==> images/m1.png <==
Bar = 20 um.
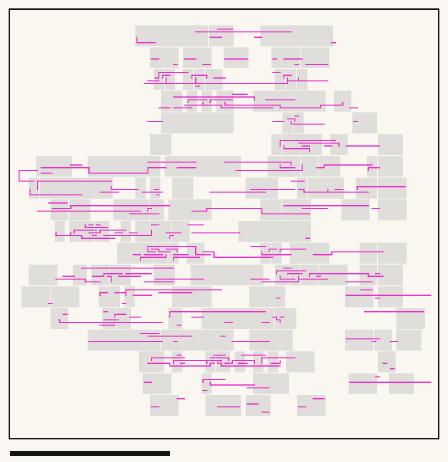
==> images/m2.png <==
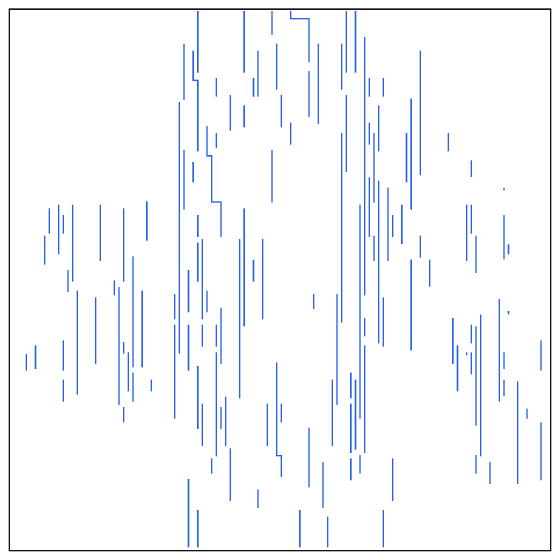
==> images/m3.png <==
Bar = 20 um.
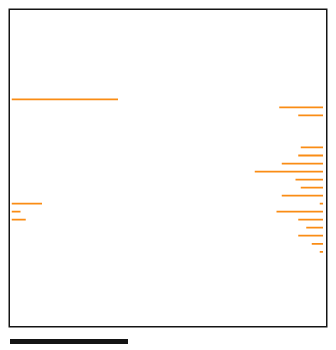
==> images/sizing.png <==
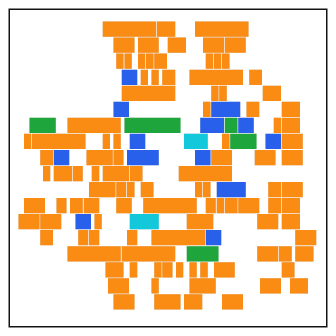
==> images/clock_nets.png <==
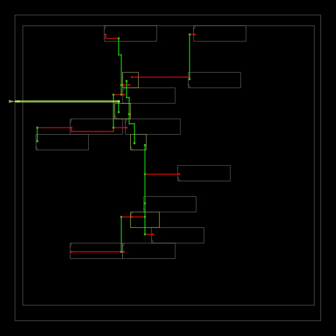
## src/rtl/addac_seq_if.sv

```systemverilog
`default_nettype none
// ============================================================================
// Module      : addac_seq_if
// Description : Command, datapath-control and result bus of the addac_seq
//               accumulator sequencer. The master side issues commands and
//               hosts the 4-bit accumulator datapath. The slave side is the
//               sequencer.
// Revision    : 1.0 - initial release
// ============================================================================
interface addac_seq_if;
  logic       cmd_valid;
  logic       cmd_ready;
  logic [1:0] cmd_op;
  logic [3:0] cmd_data;
  logic [2:0] cmd_cnt;
  logic [3:0] dp_a;
  logic       dp_sel0;
  logic       dp_sel1;
  logic [3:0] dp_s;
  logic       dp_cout;
  logic       res_valid;
  logic [3:0] res_data;
  logic       res_ovf;
  logic       busy;

  modport master (
    output cmd_valid, cmd_op, cmd_data, cmd_cnt, dp_s, dp_cout,
    input  cmd_ready, dp_a, dp_sel0, dp_sel1, res_valid, res_data, res_ovf, busy
  );

  modport slave (
    input  cmd_valid, cmd_op, cmd_data, cmd_cnt, dp_s, dp_cout,
    output cmd_ready, dp_a, dp_sel0, dp_sel1, res_valid, res_data, res_ovf, busy
  );
endinterface
`default_nettype wire

```

## src/rtl/addac_seq.sv

```systemverilog
`default_nettype none
// ============================================================================
// Module      : addac_seq
// Description : Command sequencer for an external 4-bit accumulator datapath.
//               It accepts LOAD/ADD/SUB/CLEAR commands and repeats ADD/SUB
//               up to 7 times. It tracks a sticky carry/borrow flag and
//               strobes the final accumulator value for one cycle.
// Revision    : 1.0 - initial release
// ============================================================================
module addac_seq (
  input  wire logic   clk,
  input  wire logic   rst,
  addac_seq_if.slave  bus
);

  typedef enum logic [1:0] {
    S_IDLE = 2'd0,
    S_RUN  = 2'd1,
    S_DONE = 2'd2
  } state_t;

  localparam logic [1:0] C_OP_LOAD  = 2'b00;
  localparam logic [1:0] C_OP_ADD   = 2'b01;
  localparam logic [1:0] C_OP_SUB   = 2'b10;
  localparam logic [1:0] C_OP_CLEAR = 2'b11;

  localparam logic [1:0] C_SEL_HOLD = 2'b00;
  localparam logic [1:0] C_SEL_LOAD = 2'b01;
  localparam logic [1:0] C_SEL_ADD  = 2'b10;
  localparam logic [1:0] C_SEL_SUB  = 2'b11;

  state_t     r_state;
  state_t     w_state_nxt;
  logic [1:0] r_op;
  logic [3:0] r_data;
  logic [2:0] r_cnt;
  logic       r_ovf;

  logic       w_ready;
  logic       w_accept;
  logic       w_cmd_arith;
  logic [1:0] w_sel;
  logic [3:0] w_dp_a;
  logic       w_res_valid;
  logic [3:0] w_res_data;
  logic       w_res_ovf;
  logic       w_busy;

  // The ready signal is held low while reset is asserted, not only after the state register clears.
  assign w_ready     = (r_state == S_IDLE) && !rst;
  assign w_accept    = bus.cmd_valid && w_ready;
  assign w_cmd_arith = (bus.cmd_op == C_OP_ADD) || (bus.cmd_op == C_OP_SUB);

  // State register
  always_ff @(posedge clk or posedge rst) begin
    if (rst) begin
      r_state <= S_IDLE;
    end else begin
      r_state <= w_state_nxt;
    end
  end

  // Next-state and datapath/result control decode
  always_comb begin
    w_state_nxt = r_state;
    w_sel       = C_SEL_HOLD;
    w_dp_a      = 4'd0;
    w_res_valid = 1'b0;
    w_res_data  = 4'd0;
    w_res_ovf   = 1'b0;
    w_busy      = 1'b1;
    case (r_state)
      S_IDLE: begin
        w_busy = 1'b0;
        if (w_accept) begin
          // A zero repeat count for ADD/SUB skips the datapath entirely
          if (w_cmd_arith && (bus.cmd_cnt == 3'd0)) begin
            w_state_nxt = S_DONE;
          end else begin
            w_state_nxt = S_RUN;
          end
        end
      end
      S_RUN: begin
        case (r_op)
          C_OP_ADD:   w_sel = C_SEL_ADD;
          C_OP_SUB:   w_sel = C_SEL_SUB;
          default:    w_sel = C_SEL_LOAD;
        endcase
        w_dp_a = (r_op == C_OP_CLEAR) ? 4'd0 : r_data;
        if (r_cnt <= 3'd1) begin
          w_state_nxt = S_DONE;
        end
      end
      S_DONE: begin
        w_res_valid = 1'b1;
        w_res_data  = bus.dp_s;
        w_res_ovf   = r_ovf;
        w_state_nxt = S_IDLE;
      end
      default: begin
        w_state_nxt = S_IDLE;
      end
    endcase
  end

  // Command capture, iteration counting and sticky overflow tracking
  always_ff @(posedge clk or posedge rst) begin
    if (rst) begin
      r_op   <= 2'd0;
      r_data <= 4'd0;
      r_cnt  <= 3'd0;
      r_ovf  <= 1'b0;
    end else begin
      case (r_state)
        S_IDLE: begin
          if (w_accept) begin
            r_op   <= bus.cmd_op;
            r_data <= bus.cmd_data;
            r_cnt  <= w_cmd_arith ? bus.cmd_cnt : 3'd1;
            r_ovf  <= 1'b0;
          end
        end
        S_RUN: begin
          if (r_cnt != 3'd0) begin
            r_cnt <= r_cnt - 3'd1;
          end
          // ADD overflows on carry-out; SUB borrows when the carry-out is clear
          if (((r_op == C_OP_ADD) && bus.dp_cout) ||
              ((r_op == C_OP_SUB) && !bus.dp_cout)) begin
            r_ovf <= 1'b1;
          end
        end
        default: begin
        end
      endcase
    end
  end

  assign bus.cmd_ready = w_ready;
  assign bus.dp_sel1   = w_sel[1];
  assign bus.dp_sel0   = w_sel[0];
  assign bus.dp_a      = w_dp_a;
  assign bus.res_valid = w_res_valid;
  assign bus.res_data  = w_res_data;
  assign bus.res_ovf   = w_res_ovf;
  assign bus.busy      = w_busy;

  // C_OP_LOAD is implied by the default branch of the sel decode
  logic w_unused;
  assign w_unused = ^{C_OP_LOAD};

endmodule
`default_nettype wire

```

## src/flat_wrapper.sv

```systemverilog
// flat-port wrapper written by rule: the top's interface ports become plain ports
module addac_seq_flat 
  (clk, rst, bus_cmd_valid, bus_cmd_op, bus_cmd_data, bus_cmd_cnt, bus_dp_s, bus_dp_cout, bus_cmd_ready, bus_dp_a, bus_dp_sel0, bus_dp_sel1, bus_res_valid, bus_res_data, bus_res_ovf, bus_busy);
  addac_seq_if bus_i ();
  input  wire logic clk;
  input  wire logic rst;
  input wire logic [$bits(bus_i.cmd_valid)-1:0] bus_cmd_valid;
  input wire logic [$bits(bus_i.cmd_op)-1:0] bus_cmd_op;
  input wire logic [$bits(bus_i.cmd_data)-1:0] bus_cmd_data;
  input wire logic [$bits(bus_i.cmd_cnt)-1:0] bus_cmd_cnt;
  input wire logic [$bits(bus_i.dp_s)-1:0] bus_dp_s;
  input wire logic [$bits(bus_i.dp_cout)-1:0] bus_dp_cout;
  output wire logic [$bits(bus_i.cmd_ready)-1:0] bus_cmd_ready;
  output wire logic [$bits(bus_i.dp_a)-1:0] bus_dp_a;
  output wire logic [$bits(bus_i.dp_sel0)-1:0] bus_dp_sel0;
  output wire logic [$bits(bus_i.dp_sel1)-1:0] bus_dp_sel1;
  output wire logic [$bits(bus_i.res_valid)-1:0] bus_res_valid;
  output wire logic [$bits(bus_i.res_data)-1:0] bus_res_data;
  output wire logic [$bits(bus_i.res_ovf)-1:0] bus_res_ovf;
  output wire logic [$bits(bus_i.busy)-1:0] bus_busy;
  assign bus_i.cmd_valid = bus_cmd_valid;
  assign bus_i.cmd_op = bus_cmd_op;
  assign bus_i.cmd_data = bus_cmd_data;
  assign bus_i.cmd_cnt = bus_cmd_cnt;
  assign bus_i.dp_s = bus_dp_s;
  assign bus_i.dp_cout = bus_dp_cout;
  assign bus_cmd_ready = bus_i.cmd_ready;
  assign bus_dp_a = bus_i.dp_a;
  assign bus_dp_sel0 = bus_i.dp_sel0;
  assign bus_dp_sel1 = bus_i.dp_sel1;
  assign bus_res_valid = bus_i.res_valid;
  assign bus_res_data = bus_i.res_data;
  assign bus_res_ovf = bus_i.res_ovf;
  assign bus_busy = bus_i.busy;
  addac_seq u_core (.clk(clk), .rst(rst), .bus(bus_i));
endmodule
```

## config.mk

```make
export PLATFORM = sky130hd
export DESIGN_NAME = addac_seq_flat
export DESIGN_NICKNAME = d
export VERILOG_FILES = /design/src/rtl/addac_seq_if.sv /design/src/rtl/addac_seq.sv /design/src/flat_wrapper.sv
export SDC_FILE = /design/constraint.sdc
export NUM_CORES = 1
export LEC_CHECK = 0
export CAP_MARGIN = 20
export CORE_UTILIZATION = 28
export CTS_CLUSTER_DIAMETER = 100
export DETAILED_ROUTE_END_ITERATION = 12
export SETUP_SLACK_MARGIN = 0.02
export SYNTH_ARGS = -nofsm -noshare
export SYNTH_HDL_FRONTEND = slang
export SYNTH_SLANG_ARGS = --single-unit
```

## constraint.sdc

```tcl
create_clock -name clk -period 2.3 [get_ports clk]
set_input_delay 0.69 -clock clk [delete_from_list [all_inputs] [get_ports clk]]
set_output_delay 0.69 -clock clk [all_outputs]
set_load 0.005 [all_outputs]
```

==> flow_summary.toml <==
# generated from flow reports
[final_layout]
largest_register_ffs = 4
final-seq-area_um2 = 302
register_share_of_the_cell_area = 0.255
layout.nets = 149
layout.cells.non_filler = 155
antenna_cells_inserted = 0
final_common_cell = "sky130_fd_sc_hd__clkdlybuf4s50_1"
nNonClkBuffers = 37
final.fill_count = 254

[synth]
synth-seq-cells = 12
synthDominantAreaCellType = "sky130_fd_sc_hd__dfrtp_1"
simple_gate_area_frac = 0.311

[clocking]
clock_tree.buffer_depth = 2
cts_resized = 16

[worst_setup_path]
crit_path_top_delay_cell = "sky130_fd_sc_hd__clkdlybuf4s50_1"
timing.critical_path.required_ps = 1610
worst_setup_path_endpoint = "bus_res_ovf"
setup.worst_path.start = "u_core.r_state[0]"
worst-endpoint-arrival_ps = 1510
timing.critical_path.fanout_max = 6

[placed_design]
place_inst = 150
last_weighted_congestion_value_of_the_routability_driven_placer = 0.807

[route]
routed_via_count_divided_by_cell_count = 4.38
detail-route-antenna-nets = 0
met2RoutedLength_um = 726

[sta]
whs_ps = 472
report.final.slew_viol_count = 0
max_slew.worst_pin.slew_ps = 455

[global_route]
top_usage_layer = "met2"

[floorplanning]
top_level_pins = 31
die_w_um = 53.6

[run_status]
run_status = "finished clean"

[worst_hold_path]
min-delay-path-class = "reg2reg"

[power]
p_comb_frac = 0.554
## Picture notes: m1.png
wire length on this layer: 707 um
longest straight run: 17.9 um
share of all routed wire: 46%
routed via count: 679
final routed wirelength across all metal layers: 1530 um

## Picture notes: m2.png
share of all routed wire: 48%
longest straight run: 25.5 um

## Picture notes: m3.png
longest straight run: 17.7 um
share of all routed wire: 6.3%
wire length on this layer: 96.6 um

## Picture notes: sizing.png
| size | color | cells |
|---|---|---|
| x1 and smaller | orange | 105 |
| x6 and larger | cyan | 2 |
| x3 and x4 | blue | 13 |
| x2 | green | 5 |
setup slack of the critical path after layout: 101 ps
layout-stage area growth over the synthesis result: 58.8%

## Picture notes: clock_nets.png
Clk. pwr: 0.162 mW
cts bufs inserted: 3

Power and IR drop assume default switching activity.
